`config.mk`:
```
export PLATFORM = sky130hd
export DESIGN_NAME = ffe_adapt_sequencer_flat
export DESIGN_NICKNAME = d
export VERILOG_FILES = /design/src/rtl/ffe_adapt_sequencer_if.sv /design/src/rtl/ffe_adapt_sequencer.sv /design/src/flat_wrapper.sv
export SDC_FILE = /design/constraint.sdc
export NUM_CORES = 1
export LEC_CHECK = 0
export CORE_MARGIN = 3
export CORE_UTILIZATION = 39
export DETAILED_ROUTE_END_ITERATION = 8
export PLACE_DENSITY = 0.67
export SETUP_SLACK_MARGIN = 0.5
export SLEW_MARGIN = 25
export SYNTH_ARGS = -nofsm -noshare
export SYNTH_HDL_FRONTEND = slang
export SYNTH_SLANG_ARGS = --single-unit
```
`constraint.sdc`:
```
create_clock -name clk -period 6.55 [get_ports clk]
set_input_delay 1.31 -clock clk [delete_from_list [all_inputs] [get_ports clk]]
set_output_delay 1.31 -clock clk [all_outputs]
set_load 0.005 [all_outputs]
```
`src/rtl/ffe_adapt_sequencer_if.sv`:
```
// Command push bus into the FFE adaptation sequencer.
interface ffe_adapt_sequencer_if;
   logic       cmd_valid;
   logic       cmd_ready;
   logic [2:0] cmd_inst;

   // Producer side (config/JTAG register bank)
   modport master (output cmd_valid, output cmd_inst, input cmd_ready);
   // Consumer side (sequencer)
   modport slave  (input cmd_valid, input cmd_inst, output cmd_ready);
endinterface

```
`src/rtl/ffe_adapt_sequencer.sv`:
```
// FFE tap-estimator sequencer: queues tap commands, issues them as timed
// exec_inst hold/gap windows, and runs the adaptation gain gear schedule.
// Optional feature macro: FFE_ADAPT_SEQ_GEAR_EN (gear counter and gain stepping).
module ffe_adapt_sequencer #(
   parameter int unsigned adapt_bitwidth    = 14,
   parameter int unsigned cmd_depth         = 4,
   parameter int unsigned hold_cycles       = 4,
   parameter int unsigned gap_cycles        = 2,
   parameter int unsigned gear_cnt_bitwidth = 16,
   localparam int unsigned gain_w           = $clog2(adapt_bitwidth)
) (
   input  logic                          clk,
   input  logic                          rst_n,
   input  logic                          adapt_en,
   ffe_adapt_sequencer_if.slave          cmd,
   input  logic [gain_w-1:0]             gain_start,
   input  logic [gain_w-1:0]             gain_end,
   input  logic [gear_cnt_bitwidth-1:0]  gear_period,
   output logic                          exec_inst,
   output logic [2:0]                    inst,
   output logic [gain_w-1:0]             gain,
   output logic                          busy,
   output logic                          gear_done
);

   localparam int unsigned ptr_w     = $clog2(cmd_depth);
   localparam int unsigned cnt_w     = ptr_w + 1;
   localparam int unsigned phase_max = (hold_cycles > gap_cycles) ? hold_cycles : gap_cycles;
   localparam int unsigned phase_w   = $clog2(phase_max);
   localparam int unsigned gear_w    = gear_cnt_bitwidth;

   localparam logic [2:0] inst_halt = 3'b000;
   localparam logic [2:0] inst_load = 3'b100;
   localparam logic [2:0] inst_shl  = 3'b011;
   localparam logic [2:0] inst_shr  = 3'b010;

   typedef enum logic [1:0] {
      st_idle  = 2'd0,
      st_adapt = 2'd1,
      st_hold  = 2'd2,
      st_gap   = 2'd3
   } state_t;

   state_t               state;
   state_t               state_d;
   logic [2:0]           mem [cmd_depth];
   logic [ptr_w-1:0]     wr_ptr;
   logic [ptr_w-1:0]     rd_ptr;
   logic [cnt_w-1:0]     count;
   logic [cnt_w-1:0]     count_d;
   logic [2:0]           cmd_q;
   logic [phase_w-1:0]   phase;
   logic                 cmd_ready_q;
   logic                 push;
   logic                 pop;
   logic                 empty;
   logic                 head_legal;
   logic [gain_w-1:0]    gain_d;
   logic                 exec_d;
   logic [2:0]           inst_d;
   logic                 busy_d;
   logic                 ready_d;
   logic                 gear_done_d;

   function automatic logic is_legal(input logic [2:0] c);
      return (c == inst_load) || (c == inst_shl) || (c == inst_shr);
   endfunction

   assign cmd.cmd_ready = cmd_ready_q;
   assign empty         = (count == '0);
   assign push          = cmd.cmd_valid && cmd_ready_q;
   assign pop           = (state == st_adapt) && !empty;
   assign head_legal    = is_legal(mem[rd_ptr]);
   assign count_d       = count + cnt_w'(push) - cnt_w'(pop);

   // State register
   always_ff @(posedge clk or negedge rst_n) begin
      if (!rst_n) state <= st_idle;
      else        state <= state_d;
   end

   // Next-state logic; a queued command outranks leaving ADAPT
   always_comb begin
      state_d = state;
      case (state)
         st_idle:  if (adapt_en) state_d = st_adapt;
         st_adapt: begin
            if (!empty) begin
               if (head_legal) state_d = st_hold;
            end else if (!adapt_en) begin
               state_d = st_idle;
            end
         end
         st_hold:  if (phase == phase_w'(hold_cycles - 1)) state_d = st_gap;
         st_gap:   if (phase == phase_w'(gap_cycles - 1))
                      state_d = adapt_en ? st_adapt : st_idle;
         default:  state_d = st_idle;
      endcase
   end

   // Output decode; exec/inst follow the current state one edge later
   always_comb begin
      exec_d  = 1'b0;
      inst_d  = inst_halt;
      case (state)
         st_idle: exec_d = 1'b1;
         st_hold: begin
            exec_d = 1'b1;
            inst_d = cmd_q;
         end
         default: ;
      endcase
      busy_d  = (state_d == st_hold) || (state_d == st_gap) || (count_d != '0);
      ready_d = (count_d != cnt_w'(cmd_depth));
`ifdef FFE_ADAPT_SEQ_GEAR_EN
      gear_done_d = (state_d == st_adapt) && (gain_d == gain_end);
`else
      gear_done_d = 1'b0;
`endif
   end

   // Registered outputs
   always_ff @(posedge clk or negedge rst_n) begin
      if (!rst_n) begin
         exec_inst   <= 1'b1;
         inst        <= inst_halt;
         busy        <= 1'b0;
         cmd_ready_q <= 1'b1;
         gear_done   <= 1'b0;
         gain        <= '0;
      end else begin
         exec_inst   <= exec_d;
         inst        <= inst_d;
         busy        <= busy_d;
         cmd_ready_q <= ready_d;
         gear_done   <= gear_done_d;
         gain        <= gain_d;
      end
   end

   // FIFO storage
   always_ff @(posedge clk) begin
      if (push) mem[wr_ptr] <= cmd.cmd_inst;
   end

   // FIFO pointers, command latch and hold/gap phase counter
   always_ff @(posedge clk or negedge rst_n) begin
      if (!rst_n) begin
         wr_ptr <= '0;
         rd_ptr <= '0;
         count  <= '0;
         cmd_q  <= inst_halt;
         phase  <= '0;
      end else begin
         if (push) wr_ptr <= wr_ptr + ptr_w'(1);
         if (pop)  rd_ptr <= rd_ptr + ptr_w'(1);
         count <= count_d;
         if (pop && head_legal) cmd_q <= mem[rd_ptr];
         if ((state_d != state) || !((state == st_hold) || (state == st_gap)))
            phase <= '0;
         else
            phase <= phase + phase_w'(1);
      end
   end

`ifdef FFE_ADAPT_SEQ_GEAR_EN
   logic [gear_w-1:0] gear_cnt;
   logic [gear_w-1:0] gear_cnt_d;

   // Gear schedule: count idle ADAPT cycles, step gain down toward gain_end
   always_comb begin
      gain_d     = gain;
      gear_cnt_d = gear_cnt;
      if ((state == st_idle) && adapt_en) begin
         gain_d     = gain_start;
         gear_cnt_d = '0;
      end else if ((state == st_adapt) && empty && adapt_en && (gear_period != '0)) begin
         if (gear_cnt == (gear_period - gear_w'(1))) begin
            gear_cnt_d = '0;
            if (gain > gain_end) gain_d = gain - gain_w'(1);
         end else begin
            gear_cnt_d = gear_cnt + gear_w'(1);
         end
      end
   end

   // Gear counter register
   always_ff @(posedge clk or negedge rst_n) begin
      if (!rst_n) gear_cnt <= '0;
      else        gear_cnt <= gear_cnt_d;
   end
`else
   logic unused_gear_cfg;
   assign unused_gear_cfg = ^{gain_end, gear_period};

   // Fixed gain: loaded on ADAPT entry only
   always_comb begin
      gain_d = gain;
      if ((state == st_idle) && adapt_en) gain_d = gain_start;
   end
`endif

endmodule

```
`src/flat_wrapper.sv`:
```
// flat-port wrapper written by rule: the top's interface ports become plain ports
module ffe_adapt_sequencer_flat 
#(
   parameter int unsigned adapt_bitwidth    = 14,
   parameter int unsigned cmd_depth         = 4,
   parameter int unsigned hold_cycles       = 4,
   parameter int unsigned gap_cycles        = 2,
   parameter int unsigned gear_cnt_bitwidth = 16,
   localparam int unsigned gain_w           = $clog2(adapt_bitwidth)
)
  (clk, rst_n, adapt_en, gain_start, gain_end, gear_period, exec_inst, inst, gain, busy, gear_done, cmd_cmd_valid, cmd_cmd_inst, cmd_cmd_ready);
  ffe_adapt_sequencer_if cmd_i ();
  input  logic clk;
  input  logic rst_n;
  input  logic adapt_en;
  input  logic [gain_w-1:0] gain_start;
  input  logic [gain_w-1:0] gain_end;
  input  logic [gear_cnt_bitwidth-1:0] gear_period;
  output logic exec_inst;
  output logic [2:0] inst;
  output logic [gain_w-1:0] gain;
  output logic busy;
  output logic gear_done;
  input wire logic [$bits(cmd_i.cmd_valid)-1:0] cmd_cmd_valid;
  input wire logic [$bits(cmd_i.cmd_inst)-1:0] cmd_cmd_inst;
  output wire logic [$bits(cmd_i.cmd_ready)-1:0] cmd_cmd_ready;
  assign cmd_i.cmd_valid = cmd_cmd_valid;
  assign cmd_i.cmd_inst = cmd_cmd_inst;
  assign cmd_cmd_ready = cmd_i.cmd_ready;
  ffe_adapt_sequencer #(.adapt_bitwidth(adapt_bitwidth), .cmd_depth(cmd_depth), .hold_cycles(hold_cycles), .gap_cycles(gap_cycles), .gear_cnt_bitwidth(gear_cnt_bitwidth)) u_core (.clk(clk), .rst_n(rst_n), .adapt_en(adapt_en), .cmd(cmd_i), .gain_start(gain_start), .gain_end(gain_end), .gear_period(gear_period), .exec_inst(exec_inst), .inst(inst), .gain(gain), .busy(busy), .gear_done(gear_done));
endmodule
```
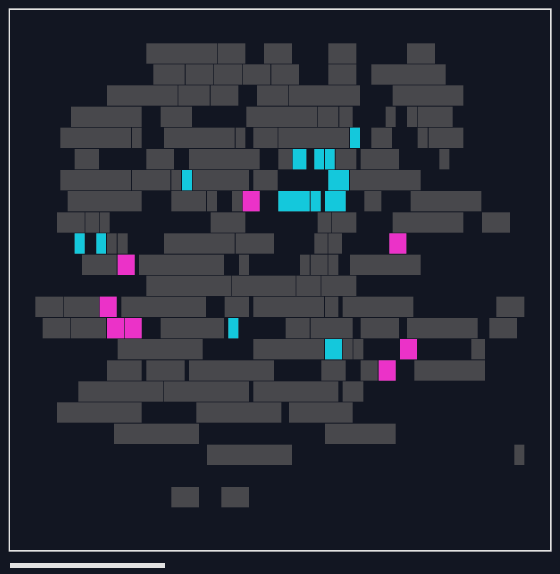
(logic cells by family)
Bar = 20 um.
| family | color | cells | most used |
|---|---|---|---|
| nand cells | cyan | 13 | nand2_1 |
| and/or cells | magenta | 8 | and3_1 |
fin cells: 188
most frequent logic cell in the layout: dfrtp_1
Comb/total area: 0.288

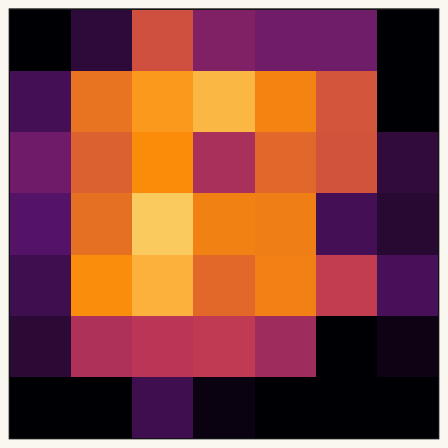
(placement density heat map)
7 x 7 tiles, from black (low) to pale yellow (high), 0 to 100% covered.
emptiest ninth of the die: lower right
densest ninth of the die: center
tiles over 75% full: 12%

==> results.tsv <==
stage	metric	value	unit
critical_path	worst reg-to-reg path cell count	11	
synthesis	flip-flops with a built-in enable	12	
synthesis	Synth mux share	0.0716	
layout	fraction of layout cells with a size suffix above 1	0.143	
critical_path	crit path launch	cmd_cmd_valid	
detailed_routing	1st-iter DRT viols	19	
critical_path	RR Endpoint	u_core.busy	
floorplan	IO Pins	42	
synthesis	top-count cell post-synth	dfrtp_1	
clock_network	CTS H-tree lvls	2	
final_timing	period utilization	0.450	
critical_path	critical-path cell list	clkdlybuf4s50_1 -> nand2_1 -> inv_1 -> ha_1 -> fa_1 -> xnor2_1 -> xnor2_1 -> a21oi_1 -> nand3_1	
global_routing	first-pass GRT wire length	4270	um
synthesis	AO/OA Area Share	0.0382	
global_routing	pin count of the biggest net entering global routing	25	
final_timing	Final Hold Slack	0.460	ns
final_timing	Tmin final	2.95	ns
power	leakage dissipation	0.796	nW
clock_network	CTS sink count	36	
flow_run	tool warnings	50	
synthesis	top cells by count	22 x dfrtp_1, 12 x edfxtp_1, 11 x inv_1	
place	port bufs	20	
final_timing	max_slew headroom	0.626	
layout	largest registers	u_core.mem (12), u_core.gain (4)	
synthesis	synthesized instance count	115	
layout	Seq/total area	0.511	
clock_network	hold_buf cts	0	
layout	Total Nets Final	179	
detailed_routing	met2 WL	1220	um
place	dpl ws	3.32	ns
power	Comb power frac	0.393	
clock_network	clk_lat worst skew	0.28	ns
place	GP Congestion	0.797	
hold_path	Cells on Worst Hold Path	1	
global_routing	grt ovf	0	
detailed_routing	Routed met3 length	103	um
floorplan	die area	4830	um^2
power	clock network power share	0.167	
power	total power	0.858	mW
final_timing	final setup violation count	0	
layout	fillers	315	
detailed_routing	top layer in use	met4	
global_routing	GR Util met2	0.182	
flow_run	number of max-cap violations	0	
outcome	status	complete, no violations	
floorplan	Die X	69.5	um
power	leading power group	registers	
No activity file was given, so power comes from the tool's default toggle rates.
